File: src/rtl/dmem_store_buffer.sv
// dmem_store_buffer: DEPTH-entry store FIFO between execute and data memory,
// drained one request at a time with a two-state handshake FSM and a load-hazard lookup.
`default_nettype none

module dmem_store_buffer #(
    parameter int DEPTH = 4            // power of two, 2..16
) (
    input  logic        clk,
    input  logic        rst_n,
    input  logic        StoreValidE,
    input  logic [31:0] AddrE,
    input  logic [3:0]  MaskE,
    input  logic [31:0] WriteDataE,
    output logic        StallStore,
    input  logic        LoadValidE,
    input  logic [31:0] LoadAddrE,
    output logic        LoadHazard,
    output logic        MemReq,
    output logic [29:0] MemAddr,
    output logic [3:0]  MemMask,
    output logic [31:0] MemData,
    input  logic        MemAck,
    output logic        Empty
);

    localparam int          PW       = (DEPTH > 1) ? $clog2(DEPTH) : 1;
    localparam logic [PW:0] FULL_CNT = DEPTH[PW:0];
    localparam logic [PW:0] CNT_ONE  = 1;
    localparam logic [PW-1:0] PTR_ONE = 1;

    typedef enum logic [0:0] {
        S_IDLE = 1'b0,
        S_REQ  = 1'b1
    } state_t;

    logic [29:0]   addr_q [DEPTH];
    logic [3:0]    mask_q [DEPTH];
    logic [31:0]   data_q [DEPTH];
    logic [PW-1:0] wr_ptr;
    logic [PW-1:0] rd_ptr;
    logic [PW-1:0] rd_next;
    logic [PW:0]   count;
    state_t        state;
    state_t        state_nx;
    logic          push;
    logic          pop;
    logic          load;
    logic [PW-1:0] load_idx;
    logic          hit;

    wire unused = &{1'b0, AddrE[1:0], LoadAddrE[1:0]};

    // Fullness ignores a same-cycle pop so the stall never depends on MemAck.
    assign StallStore = (count == FULL_CNT);
    assign push       = StoreValidE && (MaskE != 4'b0000) && !StallStore;
    assign pop        = (state == S_REQ) && MemAck;
    assign rd_next    = rd_ptr + PTR_ONE;
    assign MemReq     = (state == S_REQ);
    assign Empty      = (count == '0) && (state == S_IDLE);

    always_ff @(posedge clk) begin
        if (push) begin
            addr_q[wr_ptr] <= AddrE[31:2];
            mask_q[wr_ptr] <= MaskE;
            data_q[wr_ptr] <= WriteDataE;
        end
    end

    always_ff @(posedge clk) begin
        if (!rst_n) begin
            wr_ptr <= '0;
            rd_ptr <= '0;
            count  <= '0;
        end else begin
            if (push) wr_ptr <= wr_ptr + PTR_ONE;
            if (pop)  rd_ptr <= rd_next;
            case ({push, pop})
                2'b10:   count <= count + CNT_ONE;
                2'b01:   count <= count - CNT_ONE;
                default: count <= count;
            endcase
        end
    end

    always_ff @(posedge clk) begin
        if (!rst_n) state <= S_IDLE;
        else        state <= state_nx;
    end

    // The in-flight entry stays at rd_ptr until acked, so the follower sits at rd_ptr+1.
    always_comb begin
        state_nx = state;
        load     = 1'b0;
        load_idx = rd_ptr;
        case (state)
            S_IDLE: begin
                if (count != '0) begin
                    state_nx = S_REQ;
                    load     = 1'b1;
                end
            end
            S_REQ: begin
                if (MemAck) begin
                    if (count > CNT_ONE) begin
                        load     = 1'b1;
                        load_idx = rd_next;
                    end else begin
                        state_nx = S_IDLE;
                    end
                end
            end
            default: state_nx = S_IDLE;
        endcase
    end

    always_ff @(posedge clk) begin
        if (!rst_n) begin
            MemAddr <= '0;
            MemMask <= '0;
            MemData <= '0;
        end else if (load) begin
            MemAddr <= addr_q[load_idx];
            MemMask <= mask_q[load_idx];
            MemData <= data_q[load_idx];
        end
    end

    // Slot i is occupied when its distance from the head is below count.
    always_comb begin
        hit = 1'b0;
        for (int i = 0; i < DEPTH; i++) begin
            if (({1'b0, PW'(i) - rd_ptr} < count) && (addr_q[i] == LoadAddrE[31:2]))
                hit = 1'b1;
        end
    end

    assign LoadHazard = LoadValidE && hit;

endmodule

`default_nettype wire

File: config.mk
export PLATFORM = sky130hd
export DESIGN_NAME = dmem_store_buffer
export DESIGN_NICKNAME = d
export VERILOG_FILES = /design/src/rtl/dmem_store_buffer.sv
export SDC_FILE = /design/constraint.sdc
export NUM_CORES = 1
export LEC_CHECK = 0
export CAP_MARGIN = 0
export CORE_ASPECT_RATIO = 1.1
export CORE_MARGIN = 1
export CORE_UTILIZATION = 35
export CTS_BUF_LIST = sky130_fd_sc_hd__clkbuf_16
export DETAILED_ROUTE_END_ITERATION = 6
export GPL_TIMING_DRIVEN = 0
export HOLD_SLACK_MARGIN = 0.1
export PLACE_DENSITY_LB_ADDON = 0.12
export SYNTH_ARGS = -nofsm -noshare
export SYNTH_HDL_FRONTEND = slang
export SYNTH_SLANG_ARGS = --single-unit
File: constraint.sdc
create_clock -name clk -period 4.25 [get_ports clk]
set_input_delay 0.6375 -clock clk [delete_from_list [all_inputs] [get_ports clk]]
set_output_delay 0.6375 -clock clk [all_outputs]
set_load 0.01 [all_outputs]
### Power grid, run 1

The bar under the picture is 50 um long. Pins as bars on the die edge.
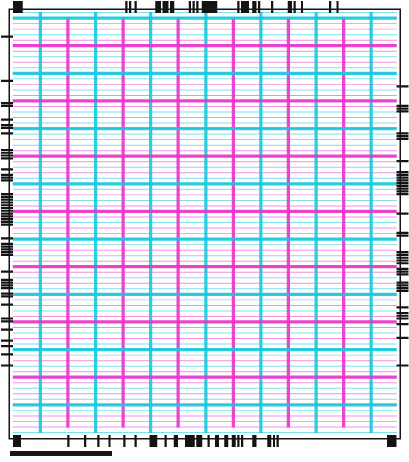
VDD: marked magenta. VSS: marked cyan.
175 signal pins sit on the boundary. 13 straps on met4.

### Placement by cell class, run 1

The bar under the picture is 50 um long.
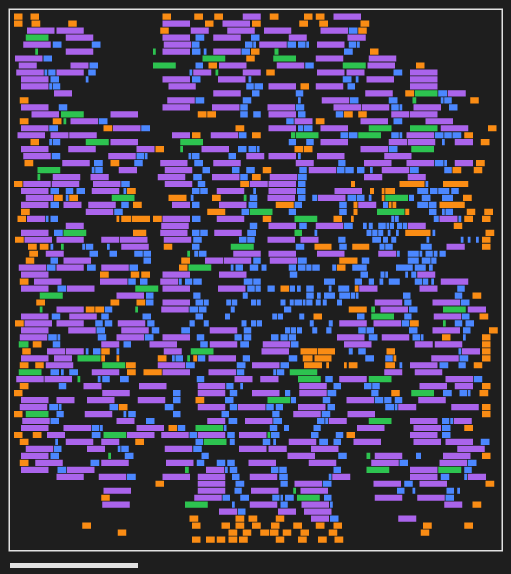
clock drivers and dummy loads: marked green, cells 70. other buffers and delay cells: marked orange, cells 211. combinational and other logic: marked blue, cells 508. flops: marked purple, cells 338.

==> reports/metrics.yaml, run 1 <==
outcome: "finished clean"
swShare_pct: 28.1
nClkBuffers: 41
use_met1_pct: 24.1
overflow: 0
dominant_cells: "flip-flops and latches"
top_layer: "met5"
seq_area_um2: 9410
finClkSkew_ns: 0.0128
cts_sinks: 338
drv_slew: 0
wire_per_inst_um: 23.3
cts_made_buffers: 39
fillerInstances: 3506
comb_power_mw: 2.26
reg2reg_slack_ns: 1.41
fin_ws_ns: 0.288
drt-vias-per-instance: 4.95
sh_comb_area_pct: 22.8
met2_usage_pct: 31.4
endpoint_kind: "output pin"
ys_top_cells_by_count: "edfxtp_1, mux2i_1, xor2_1, dfxtp_1, nand2_1"
pwr-share-comb_pct: 22.8
first_pass_iters: 5
crit_path_end: "LoadHazard"
ys.flops: 338
dp_hpwl_um: 25700
p_int_mw: 7.13
clockRootBuffer: "clkbuf_16"
die_y_um: 211
fp_util_pct: 35.5
ys_seq_share_pct: 67.9
cp_top_family: "buffers and inverters"
nNonClkBuffers: 211
inverters: 12
clk_pin_slew_worst_paths_ns: 0.05
reg2reg_from: "count[1]$_SDFFE_PN0P_"
largest_reg_flops: 128
crit_arrival_ns: 3.32
crit_slowest_cell: "clkdlybuf4s50_1"
final_nets: 1216
p_sw_mw: 2.78
grt_pass1_wl_um: 54000
xor_area_share_pct: 8.08
grtUsageMet3_pct: 4.39
flop_cell: "edfxtp_1"
startpoint: "LoadAddrE[18]"
critPathMaxStageDelay_ns: 0.56
syn_nets: 1001
p_seq_mw: 4.37
cp.required_ns: 3.61
power_frac_clock_pct: 33.2
grt_antenna_before_repair: 4
seq_share_pct: 53.5
htree_levels: 2
vias: 8089
diodes: 0
chipWidth_um: 192
tns_ns: 0
whs_ns: 0.461
power_mw: 9.91
min_to: "MemData[8]$_SDFFE_PN0P_"
grt_max_degree: 46
power.group.top: "sequential cells"
r2r-end: "MemData[23]$_SDFFE_PN0P_"
max-slew-margin-rel_pct: 46.6
finalWirelength_um: 38000
worstSetupPathType: "in2out"
ys_sh_mux_pct: 9.68
yosys.area.top_type: "edfxtp_1"
regMostFlops: "data_q"
### Clock network drawn from the DEF, run 1

The bar under the picture is 50 um long.
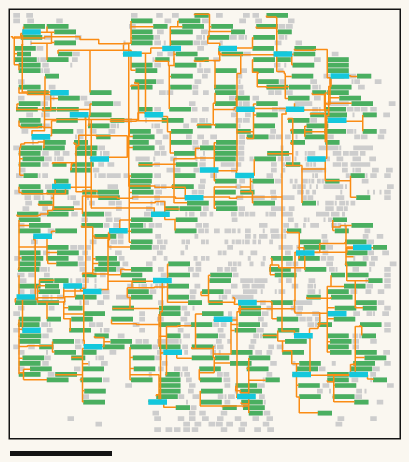
clock wires: marked orange, length 4340 um. flip-flops: marked green, count 338. clock drivers: marked cyan, count 39.
There are 40 routed clock nets.

### Congestion heat map, run 1

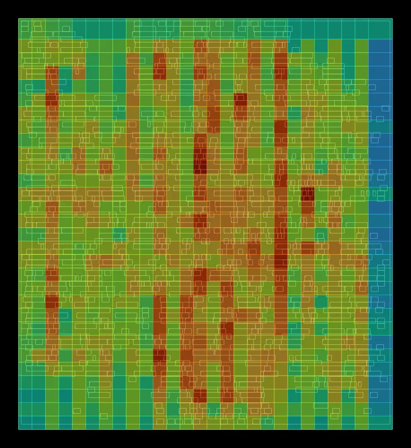

==> inputs of run 2 (changes only) <==
CAP_MARGIN = default   (was 0)
CORE_MARGIN = 2   (was 1)
### Congestion heat map, run 2

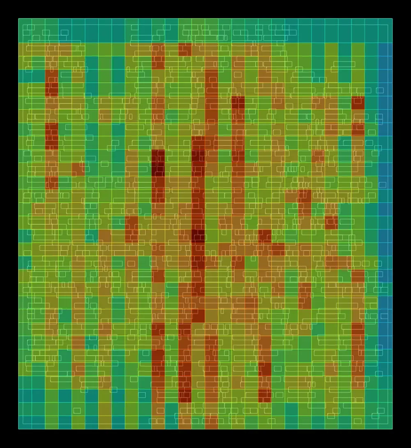
global routing met1 resource utilization: 23.6%
Layout Utilization: 44.8%
WL per Instance: 23.4 um
met2 Use GR: 31.4%

### Placement by cell class, run 2

The bar under the picture is 50 um long.
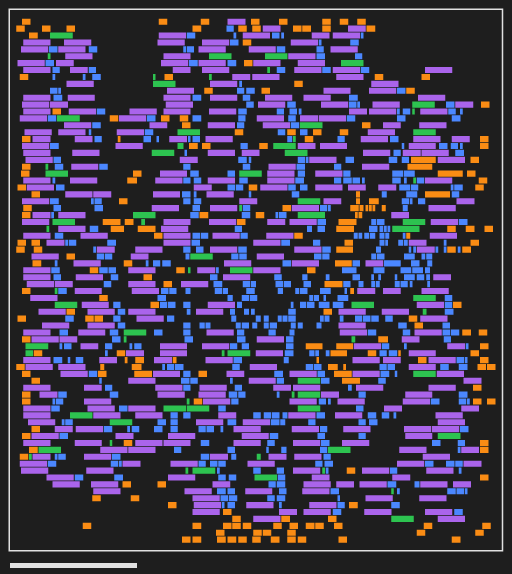
combinational and other logic: marked blue, cells 508. clock drivers and dummy loads: marked green, cells 70. flops: marked purple, cells 338. other buffers and delay cells: marked orange, cells 211.
Core Rows: 76
fin area: 17500 um2
core box area: 39100 um2

==> run 2 against run 1 <==
  * Global-route usage decreased by 0.46 points
  * Clock power is 5% lower
  * Sequential share of layout area is 0.18 points higher
  * Maximum frequency grew 0.25%
  * Critical path depth unchanged
  * Clock-buffer cell count stayed put
  * Largest cell class unchanged
  * Synthesized cell count is the same
  * Setup slack improved by 0.0097 ns
  * Core utilization decreased by 0.15 points
==> reports/metrics.yaml, run 2 <==
power_mw: 9.77
wl_met1_um: 16600
p_sw_mw: 2.77
grt_pass1_wl_um: 55200
min_to: "MemData[20]$_SDFFE_PN0P_"
crit_slowest_cell: "clkdlybuf4s50_1"
swShare_pct: 28.3
yosysTopAreaCellShare_pct: 57.2
busiest_layer: "met2"
r2r-end: "MemAddr[11]$_SDFFE_PN0P_"
tns_ns: 0
grtUsageMet3_pct: 4.34
ys_seq_share_pct: 67.9
whs_ns: 0.465
cp.required_ns: 3.61
flops: 338
worstPathCellList: "clkdlybuf4s50_1, xor2_1, nor4_1, nand4_1, a2111oi_0, or4_1, clkdlybuf4s50_1"
clk-power_mw: 3.13
first_pass_iters: 4
yosys.area.top_type: "edfxtp_1"
wl_met3_um: 2100
chipWidth_um: 194
flop_cell: "edfxtp_1"
ys_sh_mux_pct: 9.68
diodes: 0
nClkBuffers: 41
cp_top_family: "buffers and inverters"
grt_max_degree: 46
finalWirelength_um: 38300
clk_pin_slew_worst_paths_ns: 0.05
ys_top_cells_by_count: "edfxtp_1, mux2i_1, xor2_1, dfxtp_1, nand2_1"
syn_nets: 1001
startpoint: "LoadAddrE[18]"
clockRootBuffer: "clkbuf_16"
inverters: 12
crit_path_start_kind: "input port"
dp_hpwl_um: 26000
cts_sinks: 338
reg2reg_slack_ns: 1.31
regMostFlops: "data_q"
largest_reg_flops: 128
vias: 8065
fillerInstances: 3496
tightest_slew_ns: 0.899
ys.flops: 338
crit_arrival_ns: 3.31
fp_util_pct: 35.5
outcome: "finished clean"
reg2reg_from: "count[1]$_SDFFE_PN0P_"
seq_area_um2: 9410
p_int_mw: 7.00
cts_made_buffers: 39
die_y_um: 213
crit_path_end: "LoadHazard"
power_frac_clock_pct: 32.1
setup_viol: 0
max-slew-margin-rel_pct: 40.0
endpoint_kind: "output pin"
worstSetupPathType: "in2out"
nNonClkBuffers: 211
dominant_cells: "flip-flops and latches"
yosys_cells: 883
yosys.area_share.adder_pct: 1.17
synth.most_common_cell: "edfxtp_1"
fin_crit_ns: 3.95
finClkSkew_ns: 0.0127
htree_levels: 2
power.group.top: "sequential cells"
overflow: 0
sh_comb_area_pct: 22.9
xor_area_share_pct: 8.08
critPathMaxStageDelay_ns: 0.56
grt_antenna_before_repair: 4
p_seq_mw: 4.37
seq_share_pct: 53.7
drv_slew: 0
drt-vias-per-instance: 4.94
fin_ws_ns: 0.298
pwr-share-comb_pct: 23.2
comb_power_mw: 2.27
drive_above_1_share_pct: 8.16
==> inputs of run 3 (changes only) <==
ABC_AREA = 0   (was default)
### Placement by cell class, run 3

The bar under the picture is 50 um long.
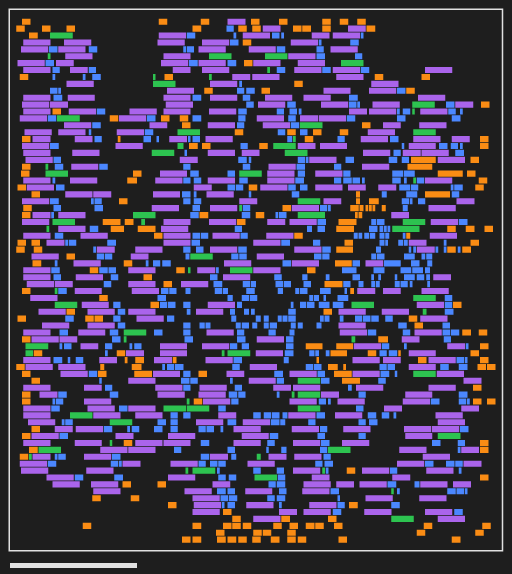
clock drivers and dummy loads: marked green, cells 70. other buffers and delay cells: marked orange, cells 211. flops: marked purple, cells 338. combinational and other logic: marked blue, cells 508.

### Clock network drawn from the DEF, run 3

The bar under the picture is 50 um long.
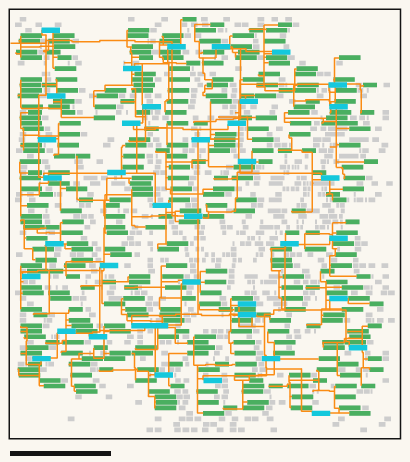
clock wires: marked orange, length 4280 um. clock drivers: marked cyan, count 39. flip-flops: marked green, count 338.
There are 40 routed clock nets. Position of the flops: spread over the die.
Clock Skews: 0.0127 ns
clock network power share: 32.1%

==> run 3 against run 2 <==
  * Non-clock buffer count is the same
  * Setup slack stayed put
  * Sequential share of layout area stayed put
  * Power unchanged
  * Critical path type unchanged
  * Highest routed layer unchanged
==> reports/metrics.yaml, run 3 <==
ys_seq_share_pct: 67.9
ys_sh_mux_pct: 9.68
sh_comb_area_pct: 22.9
yosys.area.top_type: "edfxtp_1"
vdd_drop_max_uv: 354
layout_top_cells: "edfxtp_1, clkdlybuf4s50_1, mux2i_1"
power.group.top: "sequential cells"
seq_share_pct: 53.7
met2_usage_pct: 31.4
pwr-share-seq_pct: 44.7
p_seq_mw: 4.37
dominant_cells: "flip-flops and latches"
overflow: 0
cts_sinks: 338
grtUsageMet3_pct: 4.34
place_ws_ns: 0.240
crit_slowest_cell: "clkdlybuf4s50_1"
fin_crit_ns: 3.95
whs_ns: 0.465
p_int_mw: 7.00
ioPinCount: 175
chipWidth_um: 194
cts_tree: "built"
worstSetupPathType: "in2out"
drive_above_1_share_pct: 8.16
reg2reg_from: "count[1]$_SDFFE_PN0P_"
crit_path_start_kind: "input port"
top_regs: "data_q (128), addr_q (120), MemData (32)"
ys_chip_area_um2: 13900
inverters: 12
cts_made_buffers: 39
use_met1_pct: 23.6
p_leak_nw: 6.89
fp_util_pct: 35.5
flop_cell: "edfxtp_1"
clockRootBuffer: "clkbuf_16"
critPathMaxStageDelay_ns: 0.56
nNonClkBuffers: 211
comb_power_mw: 2.27
startpoint: "LoadAddrE[18]"
final_core_utilization_pct: 44.8
track_usage_pct: 18.5
clk_pin_slew_worst_paths_ns: 0.05
yosysTopAreaCellShare_pct: 57.2
cp.required_ns: 3.61
clk-power_mw: 3.13
first_pass_iters: 4
diodes: 0
tightest_slew_ns: 0.899
xor_area_share_pct: 8.08
syn_nets: 1001
drt-vias-per-instance: 4.94
top_layer: "met5"
busiest_layer: "met2"
dp_hpwl_um: 26000
power_mw: 9.77
nClkBuffers: 41
core_um2: 39100
fin_ws_ns: 0.298
final-clk-cell-share_pct: 6.86
grt_pass1_wl_um: 55200
ys_top_cells_by_count: "edfxtp_1, mux2i_1, xor2_1, dfxtp_1, nand2_1"
fillerInstances: 3496
wire_per_inst_um: 23.4
r2r-end: "MemAddr[11]$_SDFFE_PN0P_"
max_freq_mhz: 253
synth.most_common_cell: "edfxtp_1"
fin_area_um2: 17500
worstPathCellList: "clkdlybuf4s50_1, xor2_1, nor4_1, nand4_1, a2111oi_0, or4_1, clkdlybuf4s50_1"
max-slew-margin-rel_pct: 40.0
setup_viol: 0
grt_antenna_before_repair: 4
tns_ns: 0
crit_path_end: "LoadHazard"
seq_area_um2: 9410
final_nets: 1216
min_to: "MemData[20]$_SDFFE_PN0P_"
pwr-share-comb_pct: 23.2
port_buffers: 170
die_y_um: 213
regMostFlops: "data_q"
wl_met1_um: 16600
outcome: "finished clean"
row_count: 76
cp_top_family: "buffers and inverters"
r2r_cells: 8
vias: 8065
cts_resized: 0
ys.flops: 338
yosys.area_share.adder_pct: 1.17
swShare_pct: 28.3
grt_max_degree: 46
flops: 338
rsz0062_at_grt: "false"
largest_reg_flops: 128
endpoint_kind: "output pin"
crit_cells: 7
syn_area_um2: 13900
dpl_cell_area_um2: 16300
drv_slew: 0
p_sw_mw: 2.77
wl_met3_um: 2100
yosys_cells: 883
place_congestion: 0.833
warning_count: 37
finalWirelength_um: 38300
reg2reg_slack_ns: 1.31
dieArea_um2: 41200
crit_arrival_ns: 3.31
htree_levels: 2
nWellTaps: 507
Power is estimated from default activity; no workload was simulated.
